<file path="src/rtl/wb_writer_if.sv">
// Bus bundle between decode, the memory stage and the write-back stage.
// The slave modport is the wb_writer side; master is the driving side.
interface wb_writer_if;
  logic        iss_valid;
  logic        iss_wb;
  logic [3:0]  iss_rd;
  logic        iss_full;
  logic        ret_valid;
  logic        ret_wb;
  logic        ret_isLd;
  logic        ret_isCall;
  logic [3:0]  ret_rd;
  logic [31:0] pc_in;
  logic [31:0] alu_res;
  logic [31:0] ld_res;
  logic        isWb;
  logic [3:0]  rd_ra;
  logic [31:0] data;
  logic [15:0] pending;
  logic        fwd_valid;
  logic [3:0]  fwd_rd;
  logic [31:0] fwd_data;

  modport slave (
    input  iss_valid, iss_wb, iss_rd,
    input  ret_valid, ret_wb, ret_isLd, ret_isCall, ret_rd, pc_in, alu_res, ld_res,
    output iss_full, isWb, rd_ra, data, pending, fwd_valid, fwd_rd, fwd_data
  );

  modport master (
    output iss_valid, iss_wb, iss_rd,
    output ret_valid, ret_wb, ret_isLd, ret_isCall, ret_rd, pc_in, alu_res, ld_res,
    input  iss_full, isWb, rd_ra, data, pending, fwd_valid, fwd_rd, fwd_data
  );
endinterface

</file>
<file path="src/rtl/wb_writer.sv">
// Write-back stage: result select, registered register-file write port and
// per-register pending-write scoreboard. Define WB_FWD_EN to drive the bypass.
module wb_writer #(
  parameter int PC_STEP = 4,
  parameter int CNT_W   = 3
) (
  input logic        clk,
  input logic        rst,
  wb_writer_if.slave wb
);

  localparam logic [CNT_W-1:0] CNT_MAX = '1;

  // Saturating up/down step; decrement at zero is a protocol error and holds.
  function automatic logic [CNT_W-1:0] cnt_next(input logic [CNT_W-1:0] cnt,
                                                input logic inc, input logic dec);
    logic [CNT_W-1:0] r;
    r = cnt;
    if (inc && !dec && cnt != CNT_MAX) r = cnt + 1'b1;
    else if (dec && !inc && cnt != '0) r = cnt - 1'b1;
    return r;
  endfunction

  logic [CNT_W-1:0] cnt_q [16];
  logic             full_c;
  logic [15:0]      pending_c;
  logic             iss_take_p0;
  logic             vld_p0;
  logic [3:0]       rd_p0;
  logic [31:0]      data_p0;
  logic [15:0]      inc_p0;
  logic [15:0]      dec_p0;
  logic             vld_p1;
  logic [3:0]       rd_p1;
  logic [31:0]      data_p1;

  // Stage p0: result select and scoreboard update strobes
  assign full_c      = (cnt_q[wb.iss_rd] == CNT_MAX);
  assign iss_take_p0 = wb.iss_valid & wb.iss_wb & ~full_c;
  assign vld_p0      = wb.ret_valid & wb.ret_wb;

  always_comb begin
    rd_p0   = wb.ret_rd;
    data_p0 = wb.alu_res;
    if (wb.ret_isCall) begin
      rd_p0   = 4'd15;
      data_p0 = wb.pc_in + 32'(PC_STEP);
    end else if (wb.ret_isLd) begin
      data_p0 = wb.ld_res;
    end
  end

  always_comb begin
    inc_p0 = '0;
    dec_p0 = '0;
    if (iss_take_p0) inc_p0[wb.iss_rd] = 1'b1;
    if (vld_p0)      dec_p0[rd_p0]     = 1'b1;
  end

  always_ff @(posedge clk or posedge rst) begin
    if (rst) begin
      for (int i = 0; i < 16; i++) cnt_q[i] <= '0;
    end else begin
      for (int i = 0; i < 16; i++) cnt_q[i] <= cnt_next(cnt_q[i], inc_p0[i], dec_p0[i]);
    end
  end

  always_comb begin
    pending_c = '0;
    for (int i = 0; i < 16; i++) pending_c[i] = (cnt_q[i] != '0);
  end

  // Stage p1: registered register-file write port
  always_ff @(posedge clk or posedge rst) begin
    if (rst) begin
      vld_p1  <= 1'b0;
      rd_p1   <= '0;
      data_p1 <= '0;
    end else begin
      vld_p1 <= vld_p0;
      if (vld_p0) begin
        rd_p1   <= rd_p0;
        data_p1 <= data_p0;
      end
    end
  end

  assign wb.iss_full = full_c;
  assign wb.pending  = pending_c;
  assign wb.isWb     = vld_p1;
  assign wb.rd_ra    = rd_p1;
  assign wb.data     = data_p1;

`ifdef WB_FWD_EN
  assign wb.fwd_valid = vld_p1;
  assign wb.fwd_rd    = rd_p1;
  assign wb.fwd_data  = data_p1;
`else
  assign wb.fwd_valid = 1'b0;
  assign wb.fwd_rd    = '0;
  assign wb.fwd_data  = '0;
`endif

endmodule
</file>
<file path="src/flat_wrapper.sv">
// flat-port wrapper written by rule: the top's interface ports become plain ports
module wb_writer_flat 
#(
  parameter int PC_STEP = 4,
  parameter int CNT_W   = 3
)
  (clk, rst, wb_iss_valid, wb_iss_wb, wb_iss_rd, wb_ret_valid, wb_ret_wb, wb_ret_isLd, wb_ret_isCall, wb_ret_rd, wb_pc_in, wb_alu_res, wb_ld_res, wb_iss_full, wb_isWb, wb_rd_ra, wb_data, wb_pending, wb_fwd_valid, wb_fwd_rd, wb_fwd_data);
  wb_writer_if wb_i ();
  input logic clk;
  input logic rst;
  input wire logic [$bits(wb_i.iss_valid)-1:0] wb_iss_valid;
  input wire logic [$bits(wb_i.iss_wb)-1:0] wb_iss_wb;
  input wire logic [$bits(wb_i.iss_rd)-1:0] wb_iss_rd;
  input wire logic [$bits(wb_i.ret_valid)-1:0] wb_ret_valid;
  input wire logic [$bits(wb_i.ret_wb)-1:0] wb_ret_wb;
  input wire logic [$bits(wb_i.ret_isLd)-1:0] wb_ret_isLd;
  input wire logic [$bits(wb_i.ret_isCall)-1:0] wb_ret_isCall;
  input wire logic [$bits(wb_i.ret_rd)-1:0] wb_ret_rd;
  input wire logic [$bits(wb_i.pc_in)-1:0] wb_pc_in;
  input wire logic [$bits(wb_i.alu_res)-1:0] wb_alu_res;
  input wire logic [$bits(wb_i.ld_res)-1:0] wb_ld_res;
  output wire logic [$bits(wb_i.iss_full)-1:0] wb_iss_full;
  output wire logic [$bits(wb_i.isWb)-1:0] wb_isWb;
  output wire logic [$bits(wb_i.rd_ra)-1:0] wb_rd_ra;
  output wire logic [$bits(wb_i.data)-1:0] wb_data;
  output wire logic [$bits(wb_i.pending)-1:0] wb_pending;
  output wire logic [$bits(wb_i.fwd_valid)-1:0] wb_fwd_valid;
  output wire logic [$bits(wb_i.fwd_rd)-1:0] wb_fwd_rd;
  output wire logic [$bits(wb_i.fwd_data)-1:0] wb_fwd_data;
  assign wb_i.iss_valid = wb_iss_valid;
  assign wb_i.iss_wb = wb_iss_wb;
  assign wb_i.iss_rd = wb_iss_rd;
  assign wb_i.ret_valid = wb_ret_valid;
  assign wb_i.ret_wb = wb_ret_wb;
  assign wb_i.ret_isLd = wb_ret_isLd;
  assign wb_i.ret_isCall = wb_ret_isCall;
  assign wb_i.ret_rd = wb_ret_rd;
  assign wb_i.pc_in = wb_pc_in;
  assign wb_i.alu_res = wb_alu_res;
  assign wb_i.ld_res = wb_ld_res;
  assign wb_iss_full = wb_i.iss_full;
  assign wb_isWb = wb_i.isWb;
  assign wb_rd_ra = wb_i.rd_ra;
  assign wb_data = wb_i.data;
  assign wb_pending = wb_i.pending;
  assign wb_fwd_valid = wb_i.fwd_valid;
  assign wb_fwd_rd = wb_i.fwd_rd;
  assign wb_fwd_data = wb_i.fwd_data;
  wb_writer #(.PC_STEP(PC_STEP), .CNT_W(CNT_W)) u_core (.clk(clk), .rst(rst), .wb(wb_i));
endmodule
</file>
<file path="config.mk">
export PLATFORM = sky130hd
export DESIGN_NAME = wb_writer_flat
export DESIGN_NICKNAME = d
export VERILOG_FILES = /design/src/rtl/wb_writer_if.sv /design/src/rtl/wb_writer.sv /design/src/flat_wrapper.sv
export SDC_FILE = /design/constraint.sdc
export NUM_CORES = 1
export LEC_CHECK = 0
export CORE_MARGIN = 3
export CORE_UTILIZATION = 30
export CTS_CLUSTER_DIAMETER = 80
export DETAILED_ROUTE_END_ITERATION = 16
export SETUP_SLACK_MARGIN = 0.2
export SLEW_MARGIN = 40
export SYNTH_ARGS = -nofsm -noshare
export SYNTH_HDL_FRONTEND = slang
export SYNTH_SLANG_ARGS = --single-unit
</file>
<file path="constraint.sdc">
create_clock -name clk -period 2.96 [get_ports clk]
set_clock_uncertainty 0.15 [all_clocks]
set_input_delay 0.592 -clock clk [delete_from_list [all_inputs] [get_ports clk]]
set_output_delay 0.592 -clock clk [all_outputs]
set_load 0.1 [all_outputs]
</file>
Close-up of the layout:
Window x 59 to 89, y 89 to 119 µm. Cells in grey, sequential cells in the stronger grey; small squares are vias.
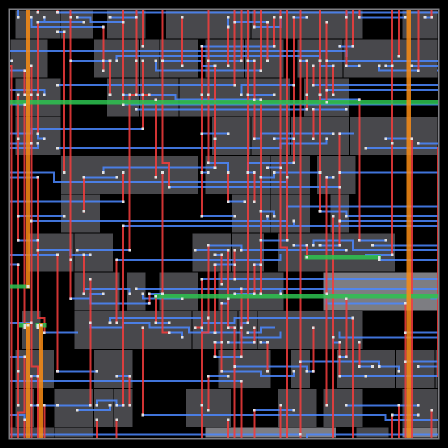
layer	colour
M2	red
M3	green
M1	blue
M4	orange
cells with their middle in the window	61
sequential cells in the window	1
netlist names of flops here include	`u_core.cnt_q` (1)
most frequent	buf_4 (22), a22o_1 (5), nor2_1 (5)

Routing congestion:
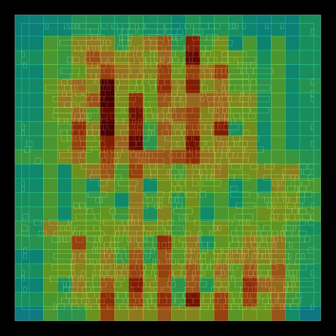
WL per Instance: 16.1 µm
gr busiest metal: met2
GR Util All Layers: 17.2%
routing usage on met1: 23.2%
final core occ: 46.3%

Signal wires by layer:
Drawn at 2 px/µm. Two of the layers only.
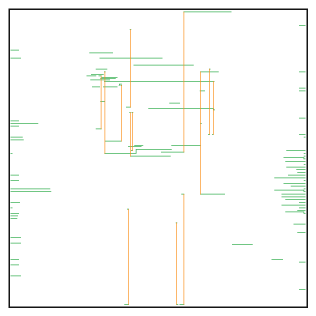
layer	colour	wire length
M3	green	737 µm
M4	orange	509 µm

==> flow_metrics.env <==
# flow metrics
export IMPL_die_y_um=148
export IMPL_clkPwrFrac_pct=16.6
export IMPL_grt_max_degree=66
export IMPL_holdPathEnd="u_core.wb.data[5]$_DFFE_PP0P_"
export IMPL_hold_path_class="reg2reg"
export IMPL_antenna_found_initial=1
export IMPL_r2r_slack_ns=0.30
export IMPL_stdcell_count=1190
export IMPL_clk_latency_ns=0.34
export IMPL_startpoint_type="input pin"
export IMPL_nNetsFinal=1047
export IMPL_core_um2=19700
export IMPL_slew_violations=0
export IMPL_clk_path_buf_depth=2
export IMPL_synth_flops=85
export IMPL_path_clk_slew_ns=0.07
export IMPL_initCoreUtil_pct=30.9
export IMPL_hp_start="u_core.wb.data[5]$_DFFE_PP0P_"
export IMPL_holdBufCountCts=0
export IMPL_syn_cell_area_um2=6070
export IMPL_arrival_ns=2.09
export IMPL_post_route_period_util_pct=95.8
export IMPL_dp_cells=1150
export IMPL_tritoncts="yes"
export IMPL_pwr_share_comb_pct=53.4
export IMPL_swShare_pct=51.1
export IMPL_die_width_um=148
export IMPL_p_sw_mw=3.65
export IMPL_maxCapViolations=0
export IMPL_numPortBuffers=165
export IMPL_clock_sink_count=85
export IMPL_vias=5676
export IMPL_finalHoldViolations=0
export IMPL_setup_tns_ns=0
export IMPL_htree_levels=3
export IMPL_top_area_cell="dfrtp_1"
export IMPL_rows=51
export IMPL_fillers=1935
export IMPL_drt_pass1_iterations=4
export IMPL_finalSetupViolations=0
export IMPL_status="finished, final reports clean"
export IMPL_worst_slack_ns=0.124
export IMPL_synth_cells=653
export IMPL_rsz0062_at_grt="true"
export IMPL_critPathBufInv=4
export IMPL_synthArstFlopShare_pct=100
export IMPL_startpoint="wb_iss_rd[0]"
export IMPL_cp_end_kind="output port"
export IMPL_drc=0
export IMPL_ff_type="dfrtp_1"
export IMPL_powerDensity_nw_per_um2=783
export IMPL_fin_crit_ns=2.84
export IMPL_synth_avg_cell_area_um2=9.29
export IMPL_crit_type="in2out"
export IMPL_power_share_sequential_pct=30.0
export IMPL_path_cells="buf_4, buf_12, mux4_2, a22o_1, nor2_4, buf_4, nor3_4, buf_12"
export IMPL_overflow=0
export IMPL_hold_slack_ns=0.332
export IMPL_ff2ff_path_depth=9
export IMPL_vias_per_cell=4.77
export IMPL_drive_above_1_share_pct=27.8
export IMPL_drt_wl_total_um=19100
export IMPL_cell_internal_pwr_mw=3.49
export IMPL_top_cell_area_share_pct=35.1
export IMPL_gp_congestion=0.883
export IMPL_required_ns=2.22
export IMPL_grt_pass1_vias=5448
export IMPL_yosysWarningCount=0
export IMPL_synth_most_common_cell="dfrtp_1"
export IMPL_common_cells="dfrtp_1, nand2_1, nor2_1"
export IMPL_dp_slack_ns=-0.482
export IMPL_max_clock_freq_ghz=0.353
export IMPL_drt_antenna_violating_nets=0
export IMPL_io_pin_count=203
cell type report:
cell class,instances,area (µm²),share of cell area (%)
Multi-Input combinational cell,534,3830,42.1
Sequential cell,85,2140,23.5
Tap cell,265,332,3.64
Antenna cell,2,5.00,0.0549
Inverter,5,22.5,0.247
Timing Repair Buffer,283,2470,27.1
Clock buffer,9,225,2.47
Clock inverter,7,81.3,0.893
cell families after synthesis:
| logic type | synth area share, % |
|---|---|
| and+or+nand+nor | 16.9 |
| AOI/OAI and AO/OA | 13.9 |
| DFF | 35.1 |
| buffers and inverters | 6.81 |
| muxes | 13.1 |
| xor gates and xnor gates | 8.66 |
| adders and majority gates | 5.49 |
| other | 0.0618 |
per-layer routing:
metal	global-route usage, %	share of wire, %	vias up
met4	6.47	2.7	0
met3	2.41	3.9	29
li1	-	-	2788
met5	0	0	-
met1	23.2	45	2728
met2	28.4	49	131
worst max-delay path by stage:
| stage | to | cells after the start | slack, ns |
|---|---|---|---|
| global route | wb_iss_full | 6 | 0.08 |
| floorplan | wb_iss_full | 6 | 0.03 |
| global placement | u_core.cnt_q[13]$_DFFE_PP0P_ | 9 | -0.44 |
| finish | wb_iss_full | 8 | 0.12 |
| CTS | wb_iss_full | 7 | 0.03 |
| detailed placement | u_core.cnt_q[13]$_DFFE_PP0P_ | 9 | -0.48 |
what timing repair did:
item | CTS | global route
cloned | 1 | 0
hold endpoints to repair | 0 | 0
resized | 24 | 35
endpoints found under the setup margin | 49 | 41
pin swaps | 4 | 9
setup buffers | 4 | 17
state kept, by name, summed over array words and instances (netlist names):
signal and cells:
u_core.cnt_q 48, u_core.wb.data 32, u_core.wb.isWb 1, u_core.wb.rd_ra 4
cells in the final DEF, fill, tap and decap left out, types with 5 or more instances in the layout:
master	instances
a311oi_2	11
o21ai_1	14
conb_1	37
nand4_1	8
or3_1	16
dlymetal6s2s_1	5
clkdlybuf4s50_1	100
nand3_1	23
clkbuf_16	9
a21oi_1	34
mux2_1	15
mux4_2	12
a22o_1	5
nor2_1	65
buf_4	166
nand2_1	80
xor2_1	33
dfrtp_1	77
o21ai_0	37
xnor2_1	27
o31a_1	6
dfrtp_2	8
mux2i_1	31
fa_1	15
o31ai_1	6
power groups by stage:
stage | Combinational [mW] | Clock, mW | Sequential (mW)
after floorplan | 2.22 | 0 | 2.47
after CTS | 3.60 | 1.22 | 2.16
after global placement | 3.50 | 0 | 2.14
after detailed placement | 3.55 | 0 | 2.14
final | 3.81 | 1.18 | 2.14
after global routing | 4.05 | 1.27 | 2.21
worst reg2reg max path, cell delays in order, from the launching register on:
cell and delay (ns):
dfrtp_2 0.45, mux4_2 0.49, a22o_1 0.24, a221oi_4 0.21, buf_4 0.20, o31ai_1 0.08, buf_4 0.16, nor2_1 0.14
o21ai_1 0.10, mux2_1 0.32
No activity file was given, so power comes from the tool's default toggle rates.
